**The clock network**

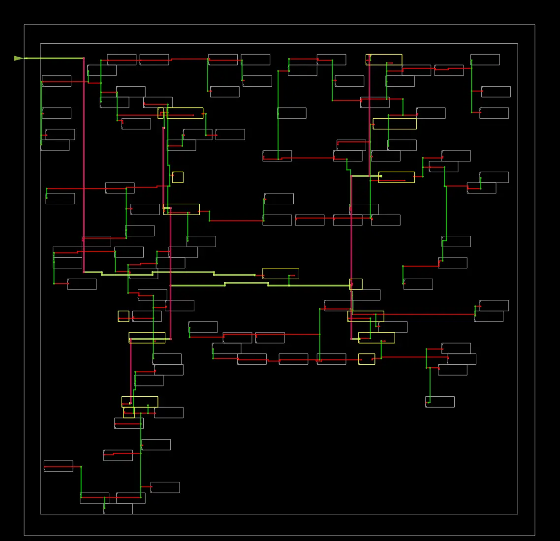
**Power grid**

(3 px per um) Pins as bars on the die edge.
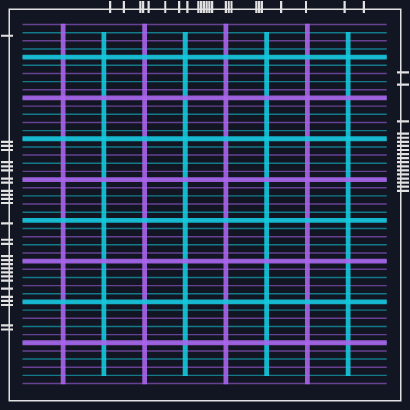
**Signal wires by layer**

(4 px per um)
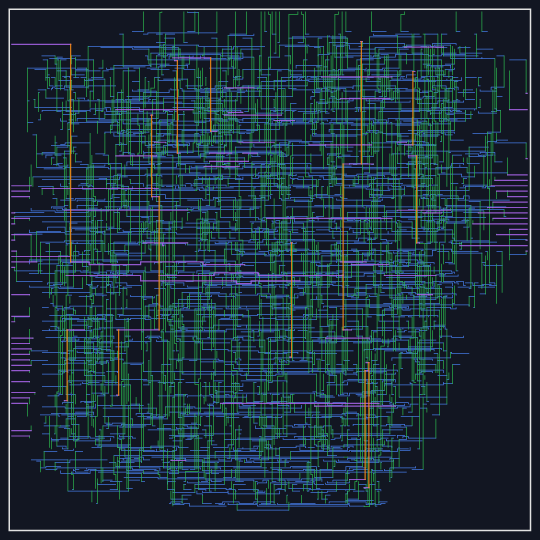
**Clock distribution**

(2 px per um)
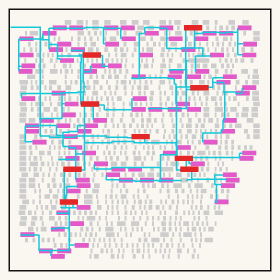
**Logic cells by family**

(2 px per um)
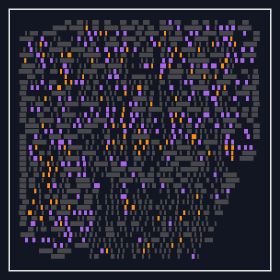
**src/rtl/seq_twos_complement_divider.sv**
```systemverilog
// Sequential 16-bit radix-2 restoring divider with signed/unsigned modes.
// The divider works on operand magnitudes. It runs one shift/subtract/restore
// step per clock and then spends one clock negating the quotient and remainder
// as needed. The results are held in DONE until the next start is accepted.
module seq_twos_complement_divider #(
  parameter int WIDTH = 16
) (
  input  logic             clk,
  input  logic             rst_n,
  input  logic             start,
  input  logic             signed_op,
  input  logic [WIDTH-1:0] dividend,
  input  logic [WIDTH-1:0] divisor,
  output logic             busy,
  output logic             done,
  output logic             div_by_zero,
  output logic [WIDTH-1:0] quotient,
  output logic [WIDTH-1:0] remainder
);

  localparam int CW = $clog2(WIDTH + 1);

  typedef enum logic [1:0] {
    S_IDLE,
    S_DIV,
    S_FIX,
    S_DONE
  } state_e;

  state_e           state_q;
  logic [CW-1:0]    cnt_q;
  logic [WIDTH-1:0] rem_q;        // partial remainder
  logic [WIDTH-1:0] quo_q;        // dividend magnitude shifting out, quotient bits shifting in
  logic [WIDTH-1:0] dvs_q;        // divisor magnitude
  logic             q_neg_q;
  logic             r_neg_q;
  logic [WIDTH-1:0] quotient_q;
  logic [WIDTH-1:0] remainder_q;
  logic             busy_q;
  logic             done_q;
  logic             dbz_q;

  logic [WIDTH-1:0] dvd_mag_d;
  logic [WIDTH-1:0] dvs_mag_d;
  logic [WIDTH:0]   shifted_d;
  logic [WIDTH:0]   trial_d;

  // Operand magnitudes and the trial subtraction for one restoring step.
  // NOTE: combinational logic uses blocking '=' with every output assigned on
  // every path; clocked state below uses non-blocking '<=' only.
  always_comb begin
    dvd_mag_d = (signed_op && dividend[WIDTH-1]) ? -dividend : dividend;
    dvs_mag_d = (signed_op && divisor[WIDTH-1])  ? -divisor  : divisor;
    shifted_d = {rem_q, quo_q[WIDTH-1]};
    // The shifted remainder is less than 2*|divisor|. A WIDTH+1-bit difference
    // therefore has its MSB set exactly when the trial goes negative.
    trial_d   = shifted_d - {1'b0, dvs_q};
  end

  // Control FSM and datapath registers with registered handshake outputs.
  always_ff @(posedge clk) begin
    // NOTE: the datapath registers are reset along with the control state, so
    // that an aborted operation leaves nothing visible and lint sees no X source.
    if (!rst_n) begin
      state_q     <= S_IDLE;
      cnt_q       <= '0;
      rem_q       <= '0;
      quo_q       <= '0;
      dvs_q       <= '0;
      q_neg_q     <= 1'b0;
      r_neg_q     <= 1'b0;
      quotient_q  <= '0;
      remainder_q <= '0;
      busy_q      <= 1'b0;
      done_q      <= 1'b0;
      dbz_q       <= 1'b0;
    end else begin
      case (state_q)
        S_IDLE, S_DONE: begin
          if (start) begin
            if (divisor == '0) begin
              // Divide by zero completes immediately and does not disturb the datapath.
              state_q     <= S_DONE;
              quotient_q  <= '1;
              remainder_q <= dividend;
              dbz_q       <= 1'b1;
              done_q      <= 1'b1;
              busy_q      <= 1'b0;
            end else begin
              state_q <= S_DIV;
              q_neg_q <= signed_op & (dividend[WIDTH-1] ^ divisor[WIDTH-1]);
              r_neg_q <= signed_op & dividend[WIDTH-1];
              rem_q   <= '0;
              quo_q   <= dvd_mag_d;
              dvs_q   <= dvs_mag_d;
              cnt_q   <= '0;
              busy_q  <= 1'b1;
              done_q  <= 1'b0;
            end
          end
        end

        S_DIV: begin
          if (trial_d[WIDTH]) begin
            // The trial went negative, so restore the remainder and shift in a 0.
            rem_q <= shifted_d[WIDTH-1:0];
            quo_q <= {quo_q[WIDTH-2:0], 1'b0};
          end else begin
            rem_q <= trial_d[WIDTH-1:0];
            quo_q <= {quo_q[WIDTH-2:0], 1'b1};
          end
          cnt_q <= cnt_q + 1'b1;
          if (cnt_q == CW'(WIDTH - 1)) begin
            state_q <= S_FIX;
          end
        end

        S_FIX: begin
          // Restore the signs. -32768 / -1 wraps to 16'h8000 naturally.
          quotient_q  <= q_neg_q ? -quo_q : quo_q;
          remainder_q <= r_neg_q ? -rem_q : rem_q;
          dbz_q       <= 1'b0;
          busy_q      <= 1'b0;
          done_q      <= 1'b1;
          state_q     <= S_DONE;
        end

        default: begin
          state_q <= S_IDLE;
        end
      endcase
    end
  end

  assign busy        = busy_q;
  assign done        = done_q;
  assign div_by_zero = dbz_q;
  assign quotient    = quotient_q;
  assign remainder   = remainder_q;

endmodule

```
**config.mk**
```make
export PLATFORM = sky130hd
export DESIGN_NAME = seq_twos_complement_divider
export DESIGN_NICKNAME = d
export VERILOG_FILES = /design/src/rtl/seq_twos_complement_divider.sv
export SDC_FILE = /design/constraint.sdc
export NUM_CORES = 1
export LEC_CHECK = 0
export ABC_AREA = 1
export CAP_MARGIN = 15
export CELL_PAD_IN_SITES_DETAIL_PLACEMENT = 1
export CELL_PAD_IN_SITES_GLOBAL_PLACEMENT = 1
export CORE_MARGIN = 4
export CORE_UTILIZATION = 43
export DETAILED_ROUTE_END_ITERATION = 16
export MAX_ROUTING_LAYER = met4
export PLACE_DENSITY = 0.86
export SLEW_MARGIN = 20
export SYNTH_ARGS = -nofsm -noshare
export SYNTH_HDL_FRONTEND = slang
export SYNTH_SLANG_ARGS = --single-unit
```
**constraint.sdc**
```tcl
create_clock -name clk -period 4.85 [get_ports clk]
set_clock_uncertainty 0.15 [all_clocks]
set_input_delay 1.2125 -clock clk [delete_from_list [all_inputs] [get_ports clk]]
set_output_delay 1.2125 -clock clk [all_outputs]
set_load 0.005 [all_outputs]
```
==> impl_metrics.py <==
# Metrics from the implementation run
metrics = {
    "pwr": {
        "power.total_mw": 4.01,
        "swShare": 0.467,
        "p_int_mw": 2.14,
        "ir_worst_vdd_mv": 0.270,
        "power_frac_seq": 0.287,
        "p_sw_mw": 1.87,
    },
    "critical_path": {
        "reg2reg_to": "quotient[14]$_SDFFE_PN0P_",
        "r2r_cells": 11,
        "worst_setup_path_end_kind": "flip-flop",
        "crit_chain": "clkdlybuf4s50_1 -> inv_1 -> ha_1 -> nand2_1 -> nor2_1 -> nand2_2 -> nand2_1 -> nand2_2 -> nor2_2 -> nand2_1 -> nor2_1 -> nor2_1",
        "cp_data_required_time_ns": 4.95,
        "crit-reg2reg-launch": "state_q[0]$_SDFFE_PN0P_",
        "cp_top_family": "simple AND/OR/NAND/NOR gates",
        "cp_slowest_cell": "nor2_2",
        "start_kind": "input port",
        "worstSetupEndpoint": "quotient[14]$_SDFFE_PN0P_",
        "path_max_fanout": 17,
    },
    "finish": {
        "final-instance-count-excl-fill": 1268,
        "n_fill_cell": 2008,
        "comb_area_um2": 3820,
        "layout.cells.most_common_list": "nand2_1 (264), inv_1 (145), dfxtp_1 (92), nor2_1 (89), a21oi_1 (87)",
    },
    "final_timing": {
        "slew_viol_final": 0,
        "slew_headroom": 0.491,
        "setup_tns_ns": 0,
        "tightest_slew_ns": 0.762,
    },
    "die": {
        "chipArea_um2": 16900,
        "rows": 44,
        "core_um2": 14500,
    },
    "synthesis": {
        "ys_cells": 1026,
        "simple_gate_share": 0.325,
        "netlist_area_um2": 6400,
        "yosysChipArea_um2": 6400,
        "synth_cell_types": 39,
    },
    "grt": {
        "grt_max_degree": 53,
        "grt_pass1_vias": 7025,
        "grt_overflow": 0,
    },
    "place": {
        "gp_congestion": 0.961,
        "post-place-cells": 1252,
        "place_area_um2": 7200,
    },
    "hold_path": {
        "hold-path-cell-count": 2,
    },
    "status": {
        "status": "completed",
    },
}
-- 'the clock network' (at the start) --
registers: 92
clock group power: 739 uW
total CTS buffers: 9

-- 'power grid' (at the start) --
[purple] VSS
[cyan] VDD
signal pins: 71
met1 rails: 45

-- 'signal wires by layer' (at the start) --
[green] M2 | wire length: 9,360 um
[orange] M4 | wire length: 383 um
[blue] M1 | wire length: 10,200 um
[purple] M3 | wire length: 843 um

-- 'clock distribution' (at the start) --
[red] clock-net drivers | count: 9
[cyan] clock wires | length: 1,340 um
[magenta] flip-flops | count: 92
flops lie: spread over the die
routed clock nets: 10

-- 'logic cells by family' (at the start) --
[purple] aoi and oai cells | cells: 208 | most used: a21oi_1 | where: spread over the die
[orange] nor cells | cells: 103 | most used: nor2_1 | where: spread over the die

state kept, by name, indices dropped and copies added, names as in the netlist:
register     count
quo_q           16
done             1
state_q          2
cnt_q            5
busy             1
remainder       16
div_by_zero      1
r_neg_q          1
rem_q           16
dvs_q           16
quotient        16
q_neg_q          1
layer usage:
metal	track usage	vias to the layer above	routed length, um
li1	-	3420	-
met1	0.361	3286	10200
met2	0.417	142	9360
met3	0.0303	30	842
met4	0.0703	0	382
met5	-	-	0
cell type report:
cell class	instances	share of cell area
Clock buffer	10	0.0305
Clock inverter	6	0.00967
Inverter	151	0.0756
Multi-Input combinational cell	750	0.510
Sequential cell	92	0.246
Tap cell	184	0.0307
Timing Repair Buffer	75	0.0984
worst min-delay path: stages (launching register included):
cell     delay, ns
dfxtp_1       0.30
inv_1         0.07
a21oi_1       0.06
Power figures rest on the tool's default switching activity, not on a simulated workload.
